--- config.mk ---
export PLATFORM = sky130hd
export DESIGN_NAME = delay_scan_controller_flat
export DESIGN_NICKNAME = d
export VERILOG_FILES = /design/src/rtl/delay_scan_controller_pkg.sv /design/src/rtl/delay_scan_controller_if.sv /design/src/rtl/delay_scan_controller_scan_wait_counter.sv /design/src/rtl/delay_scan_controller.sv /design/src/flat_wrapper.sv
export SDC_FILE = /design/constraint.sdc
export NUM_CORES = 1
export LEC_CHECK = 0
export CORE_UTILIZATION = 30
export DETAILED_ROUTE_END_ITERATION = 12
export DONT_BUFFER_PORTS = 1
export GPL_TIMING_DRIVEN = 0
export PLACE_DENSITY_LB_ADDON = 0.25
export SLEW_MARGIN = 20
export SYNTH_ARGS = -nofsm -noshare
export SYNTH_HDL_FRONTEND = slang
export SYNTH_SLANG_ARGS = --single-unit
--- constraint.sdc ---
create_clock -name clk -period 7.94 [get_ports clk]
set_input_delay 0.794 -clock clk [delete_from_list [all_inputs] [get_ports clk]]
set_output_delay 0.794 -clock clk [all_outputs]
set_load 0.01 [all_outputs]
--- src/rtl/delay_scan_controller_pkg.sv ---
// Shared types and constants for the delay-scan controller.
// Contents:
//   DW_DEFAULT      default delay code width
//   scan_state_e    controller FSM states
//   scan_cfg_t      scan configuration bundle (also used by the SPI command decoder)
//   eff_repeats()   repeat count with zero mapped to one run
package delay_scan_controller_pkg;

    localparam int unsigned DW_DEFAULT = 10;

    typedef enum logic [2:0] {
        StIdle,
        StProgram,
        StSettle,
        StRun,
        StWaitLow,
        StWaitHigh,
        StNext,
        StDone
    } scan_state_e;

    typedef struct packed {
        logic [DW_DEFAULT-1:0] first;
        logic [DW_DEFAULT-1:0] last;
        logic [DW_DEFAULT-1:0] step;
        logic [7:0]            repeats;
        logic                  chip;
    } scan_cfg_t;

    // A repeat count of zero still performs one sequencer run per point.
    function automatic logic [7:0] eff_repeats(input logic [7:0] repeats);
        return (repeats == 8'd0) ? 8'd1 : repeats;
    endfunction

endpackage

--- src/rtl/delay_scan_controller_if.sv ---
// Bus between the scan controller and the delay chip / TDC sequencer.
// Signals:
//   del_set    one-cycle pulse to delay.set
//   del_sel    delay chip select (0=A, 1=B)
//   del_d      delay code
//   seq_run    one-cycle pulse to run_sequencer
//   seq_ready  sequencer ready_flag
// Modports: master = scan controller, slave = delay/sequencer side.
interface delay_scan_controller_if #(
    parameter int unsigned DW = 10
) ();

    logic          del_set;
    logic          del_sel;
    logic [DW-1:0] del_d;
    logic          seq_run;
    logic          seq_ready;

    modport master (
        output del_set,
        output del_sel,
        output del_d,
        output seq_run,
        input  seq_ready
    );

    modport slave (
        input  del_set,
        input  del_sel,
        input  del_d,
        input  seq_run,
        output seq_ready
    );

endinterface

--- src/rtl/delay_scan_controller_scan_wait_counter.sv ---
// Loadable down-counter with a terminal flag, shared by the settle and
// handshake-timeout waits.
// Ports:
//   clk, reset  clock and synchronous active-high reset
//   load        load load_val this cycle (takes priority over counting)
//   load_val    value to load
//   term        counter is at zero
// The counter decrements every non-load cycle and holds at zero.
module scan_wait_counter #(
    parameter int unsigned Width = 13
) (
    input  logic             clk,
    input  logic             reset,
    input  logic             load,
    input  logic [Width-1:0] load_val,
    output logic             term
);

    logic [Width-1:0] cnt_q;

    always_ff @(posedge clk) begin
        if (reset) begin
            cnt_q <= '0;
        end else if (load) begin
            cnt_q <= load_val;
        end else if (cnt_q != '0) begin
            cnt_q <= cnt_q - Width'(1);
        end
    end

    assign term = (cnt_q == '0);

endmodule

--- src/rtl/delay_scan_controller.sv ---
// Delay-vs-code scan controller. Steps the delay-chip code from cfg_first to
// cfg_last by cfg_step, programming the chip at each point, waiting for it to
// settle and then running the TDC sequencer cfg_repeats times.
// Ports:
//   clk, reset     clock and synchronous active-high reset
//   start, abort   single-cycle control pulses
//   cfg_*          scan configuration, latched on start
//   bus            delay/sequencer bus (master side)
//   busy           scan in progress
//   done           one-cycle pulse on normal completion
//   timeout_err    sticky, a sequencer handshake timed out
//   point_idx      0-based index of the current point
//   run_idx        run index within the current point
module delay_scan_controller
    import delay_scan_controller_pkg::*;
#(
    parameter int unsigned DW             = DW_DEFAULT,
    parameter int unsigned SETTLE_CYCLES  = 16,
    parameter int unsigned TIMEOUT_CYCLES = 4096
) (
    input  logic                    clk,
    input  logic                    reset,
    input  logic                    start,
    input  logic                    abort,
    input  logic [DW-1:0]           cfg_first,
    input  logic [DW-1:0]           cfg_last,
    input  logic [DW-1:0]           cfg_step,
    input  logic [7:0]              cfg_repeats,
    input  logic                    cfg_chip,
    delay_scan_controller_if.master bus,
    output logic                    busy,
    output logic                    done,
    output logic                    timeout_err,
    output logic [DW-1:0]           point_idx,
    output logic [7:0]              run_idx
);

    localparam int unsigned MaxWait =
        (SETTLE_CYCLES > TIMEOUT_CYCLES) ? SETTLE_CYCLES : TIMEOUT_CYCLES;
    localparam int unsigned CW = $clog2(MaxWait + 1);
    // The counter reads zero during the last cycle of a wait, so load N-1.
    localparam logic [CW-1:0] SettleLoad  = CW'(SETTLE_CYCLES - 1);
    localparam logic [CW-1:0] TimeoutLoad = CW'(TIMEOUT_CYCLES - 1);
    localparam logic [DW-1:0] OneDw       = DW'(1);

    scan_state_e   state_q;
    logic [DW-1:0] code_q;
    logic [DW-1:0] last_q;
    logic [DW-1:0] step_q;
    logic [7:0]    rep_q;
    logic          chip_q;
    logic          del_set_q;
    logic          del_sel_q;
    logic          seq_run_q;
    logic          done_q;
    logic          timeout_err_q;
    logic [DW-1:0] point_idx_q;
    logic [7:0]    run_idx_q;

    logic          cnt_load;
    logic [CW-1:0] cnt_val;
    logic          cnt_term;

    // Next code is one bit wider so an overflow past DW bits ends the scan
    // instead of wrapping to a small code.
    logic [DW:0] next_code;
    logic        last_point;
    logic        last_run;

    assign next_code  = {1'b0, code_q} + {1'b0, step_q};
    assign last_point = (step_q == '0) || next_code[DW] || (next_code[DW-1:0] > last_q);
    assign last_run   = (run_idx_q == (eff_repeats(rep_q) - 8'd1));

    always_comb begin
        cnt_load = 1'b0;
        cnt_val  = '0;
        case (state_q)
            StProgram: begin
                cnt_load = 1'b1;
                cnt_val  = SettleLoad;
            end
            StRun: begin
                cnt_load = 1'b1;
                cnt_val  = TimeoutLoad;
            end
            StWaitLow: begin
                if (!bus.seq_ready) begin
                    cnt_load = 1'b1;
                    cnt_val  = TimeoutLoad;
                end
            end
            default: ;
        endcase
    end

    scan_wait_counter #(
        .Width(CW)
    ) u_wait_cnt (
        .clk     (clk),
        .reset   (reset),
        .load    (cnt_load),
        .load_val(cnt_val),
        .term    (cnt_term)
    );

    always_ff @(posedge clk) begin
        if (reset) begin
            state_q       <= StIdle;
            code_q        <= '0;
            last_q        <= '0;
            step_q        <= '0;
            rep_q         <= '0;
            chip_q        <= 1'b0;
            del_set_q     <= 1'b0;
            del_sel_q     <= 1'b0;
            seq_run_q     <= 1'b0;
            done_q        <= 1'b0;
            timeout_err_q <= 1'b0;
            point_idx_q   <= '0;
            run_idx_q     <= '0;
        end else begin
            del_set_q <= 1'b0;
            seq_run_q <= 1'b0;
            done_q    <= 1'b0;
            if (abort && (state_q != StIdle)) begin
                state_q <= StIdle;
            end else begin
                case (state_q)
                    StIdle: begin
                        if (start && !abort) begin
                            state_q       <= StProgram;
                            code_q        <= cfg_first;
                            last_q        <= cfg_last;
                            step_q        <= cfg_step;
                            rep_q         <= cfg_repeats;
                            chip_q        <= cfg_chip;
                            del_set_q     <= 1'b1;
                            del_sel_q     <= cfg_chip;
                            timeout_err_q <= 1'b0;
                            point_idx_q   <= '0;
                            run_idx_q     <= '0;
                        end
                    end
                    StProgram: state_q <= StSettle;
                    StSettle: begin
                        if (cnt_term) begin
                            state_q   <= StRun;
                            seq_run_q <= 1'b1;
                        end
                    end
                    StRun: state_q <= StWaitLow;
                    StWaitLow: begin
                        if (!bus.seq_ready) begin
                            state_q <= StWaitHigh;
                        end else if (cnt_term) begin
                            state_q       <= StIdle;
                            timeout_err_q <= 1'b1;
                        end
                    end
                    StWaitHigh: begin
                        // A ready rising on the expiry cycle still counts.
                        if (bus.seq_ready) begin
                            state_q <= StNext;
                        end else if (cnt_term) begin
                            state_q       <= StIdle;
                            timeout_err_q <= 1'b1;
                        end
                    end
                    StNext: begin
                        if (!last_run) begin
                            state_q   <= StRun;
                            run_idx_q <= run_idx_q + 8'd1;
                            seq_run_q <= 1'b1;
                        end else if (!last_point) begin
                            state_q     <= StProgram;
                            code_q      <= next_code[DW-1:0];
                            point_idx_q <= point_idx_q + OneDw;
                            run_idx_q   <= '0;
                            del_set_q   <= 1'b1;
                            del_sel_q   <= chip_q;
                        end else begin
                            state_q <= StDone;
                            done_q  <= 1'b1;
                        end
                    end
                    StDone:  state_q <= StIdle;
                    default: state_q <= StIdle;
                endcase
            end
        end
    end

    // Abort suppresses the pulses in the cycle it is presented.
    assign bus.del_set = del_set_q & ~abort;
    assign bus.seq_run = seq_run_q & ~abort;
    assign bus.del_sel = del_sel_q;
    assign bus.del_d   = code_q;
    assign done        = done_q & ~abort;
    assign busy        = (state_q != StIdle);
    assign timeout_err = timeout_err_q;
    assign point_idx   = point_idx_q;
    assign run_idx     = run_idx_q;

endmodule

--- src/flat_wrapper.sv ---
// flat-port wrapper written by rule: the top's interface ports become plain ports
module delay_scan_controller_flat import delay_scan_controller_pkg::*;
#(
    parameter int unsigned DW             = DW_DEFAULT,
    parameter int unsigned SETTLE_CYCLES  = 16,
    parameter int unsigned TIMEOUT_CYCLES = 4096
)
  (clk, reset, start, abort, cfg_first, cfg_last, cfg_step, cfg_repeats, cfg_chip, busy, done, timeout_err, point_idx, run_idx, bus_del_set, bus_del_sel, bus_del_d, bus_seq_run, bus_seq_ready);
  delay_scan_controller_if #(.DW(DW)) bus_i ();
  input  logic clk;
  input  logic reset;
  input  logic start;
  input  logic abort;
  input  logic [DW-1:0] cfg_first;
  input  logic [DW-1:0] cfg_last;
  input  logic [DW-1:0] cfg_step;
  input  logic [7:0] cfg_repeats;
  input  logic cfg_chip;
  output logic busy;
  output logic done;
  output logic timeout_err;
  output logic [DW-1:0] point_idx;
  output logic [7:0] run_idx;
  output wire logic [$bits(bus_i.del_set)-1:0] bus_del_set;
  output wire logic [$bits(bus_i.del_sel)-1:0] bus_del_sel;
  output wire logic [$bits(bus_i.del_d)-1:0] bus_del_d;
  output wire logic [$bits(bus_i.seq_run)-1:0] bus_seq_run;
  input wire logic [$bits(bus_i.seq_ready)-1:0] bus_seq_ready;
  assign bus_del_set = bus_i.del_set;
  assign bus_del_sel = bus_i.del_sel;
  assign bus_del_d = bus_i.del_d;
  assign bus_seq_run = bus_i.seq_run;
  assign bus_i.seq_ready = bus_seq_ready;
  delay_scan_controller #(.DW(DW), .SETTLE_CYCLES(SETTLE_CYCLES), .TIMEOUT_CYCLES(TIMEOUT_CYCLES)) u_core (.clk(clk), .reset(reset), .start(start), .abort(abort), .cfg_first(cfg_first), .cfg_last(cfg_last), .cfg_step(cfg_step), .cfg_repeats(cfg_repeats), .cfg_chip(cfg_chip), .bus(bus_i), .busy(busy), .done(done), .timeout_err(timeout_err), .point_idx(point_idx), .run_idx(run_idx));
endmodule
==> PnR_summary.wiki <==
== Run summary ==
{| class="wikitable"
! Metric !! Value
|-
| Endpoint of the worst hold-timing path || u_core.last_q[3]
|-
| Number of nets still failing antenna checks after routing || 0
|-
| Worst reg2reg endpoint || u_core.run_idx[3]
|-
| Number of tap cells inserted || 184
|-
| Worst Hold Slack || about 0.46 ns
|-
| Maximum Capacitance Violations || 0
|-
| Leakage || approximately 1.8 nW
|-
| Instance count after placement with tap cells included || 752
|-
| Non-CTS inverters || 26
|-
| Setup slack after layout || 3.364 ns
|-
| Area occupied by multi-input gates || about 2700 µm²
|-
| Initial DRT Pass Iterations || 5
|-
| Library cells used by synthesis || around 57
|-
| Dominant cells by area after synthesis || sky130_fd_sc_hd__dfxtp_1, sky130_fd_sc_hd__a21oi_1, sky130_fd_sc_hd__nand2_1, sky130_fd_sc_hd__ha_1, sky130_fd_sc_hd__xnor2_1
|-
| Power spent charging and discharging nets || roughly 0.4 mW
|-
| Chain of cells forming the critical path || ha_1 > a2111oi_0 > o21ai_0 > a21oi_1 > xnor2_1 > ha_1 > nand4_1 > a211oi_1 > a2111oi_0 > o21a_1 > a31oi_2 > clkbuf_1 > o21ai_0 > a21oi_1
|-
| Critical Path Max Stage Delay || ~0.55 ns
|-
| Final total negative setup slack || 0 ns
|-
| Outcome || completed
|-
| Fraction of the mapped netlist area in adder cells || under 10%
|-
| Post-CTS setup repair buffer count || 0
|-
| Final standard cell utilization of the core || about a third
|-
| Worst relative slew slack || about a third
|-
| Iteration-0 DRC Markers || 241
|-
| Met1 track demand over resource || roughly 23%
|-
| Antenna cells || 0
|-
| Sequential area share after synthesis || 35.22%
|-
| PortBufs || 0
|-
| Number of combinational gates with multiple inputs || approximately 440
|-
| Filler instances || ~1.5k
|-
| Top power group || registers
|-
| Share of synthesized area spent on multiplexers || 0.9032%
|-
| Die area || ~15000 µm²
|-
| Die y size || 123.6 µm
|-
| Final Routed Wirelength || 13100 µm
|-
| Per-cell via count in the routed design || 5.427
|-
| Met2 demand-to-capacity share in global routing || between 20% and 30%
|-
| Startpoint of the tightest hold check path || u_core.last_q[3]
|-
| Switching part of the total || about a third
|-
| Category of cells accounting for the largest share of critical-path delay || AND-OR/OR-AND gates
|-
| Multi-input logic portion of the cell area || 53.57%
|-
| Data required, critical path || a little over 8 ns
|-
| Number of warnings the tools reported || 26
|-
| Cell type with the highest aggregate area in the netlist || sky130_fd_sc_hd__dfxtp_1
|-
| Design Power || between 1 and 1.5 mW
|-
| Worst hold path type || flop to flop
|-
| Dominant class by area || combinational gates
|-
| Yosys Instances || 568
|}
[flip-flops by register name, summed over array words and instances, names as in the netlist, 3 cells and up]
signal and cells:
u_core.point_idx 10, u_core.rep_q 8, u_core.run_idx 8, u_core.state_q 3
u_core.step_q 10, u_core.last_q 10, u_core.u_wait_cnt.cnt_q 13, u_core.bus.del_d 10
[synthesized netlist by cell type, drive strengths merged, types with 4 or more instances]
master / instances
nand2: 107
nor3: 10
nor2b: 5
o31ai: 7
o21ai: 26
a211oi: 11
a311oi: 9
or3: 12
nand2b: 5
clkbuf: 25
mux2i: 4
nand3: 10
inv: 26
nor2: 24
xnor2: 15
or4: 11
ha: 24
nor4: 7
nand4: 13
dfxtp: 78
xor2: 7
a21oi: 81
buf: 4
a21o: 4
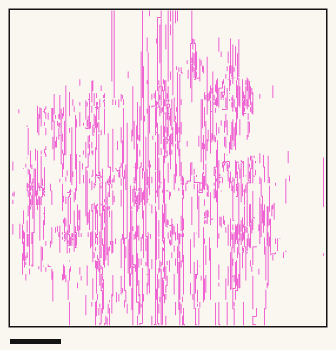
(M2 wires)
Bar = 20 µm.
The layer holds 45% of the routed length. 556 nets have wire on it. The layer carries 5950 µm of wire.

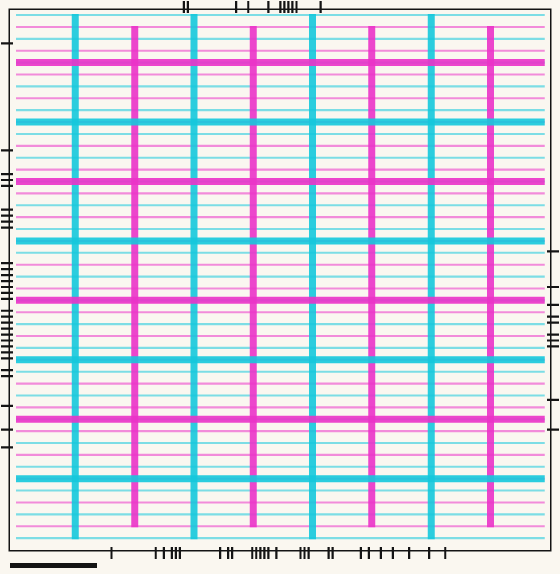
(supply network)
Bar = 20 µm. Pins as bars on the die edge.
VDD: shown in magenta. VSS: shown in cyan.
The core has 44 rows. 8 straps on met4.

No activity file was given, so power comes from the tool's default toggle rates.
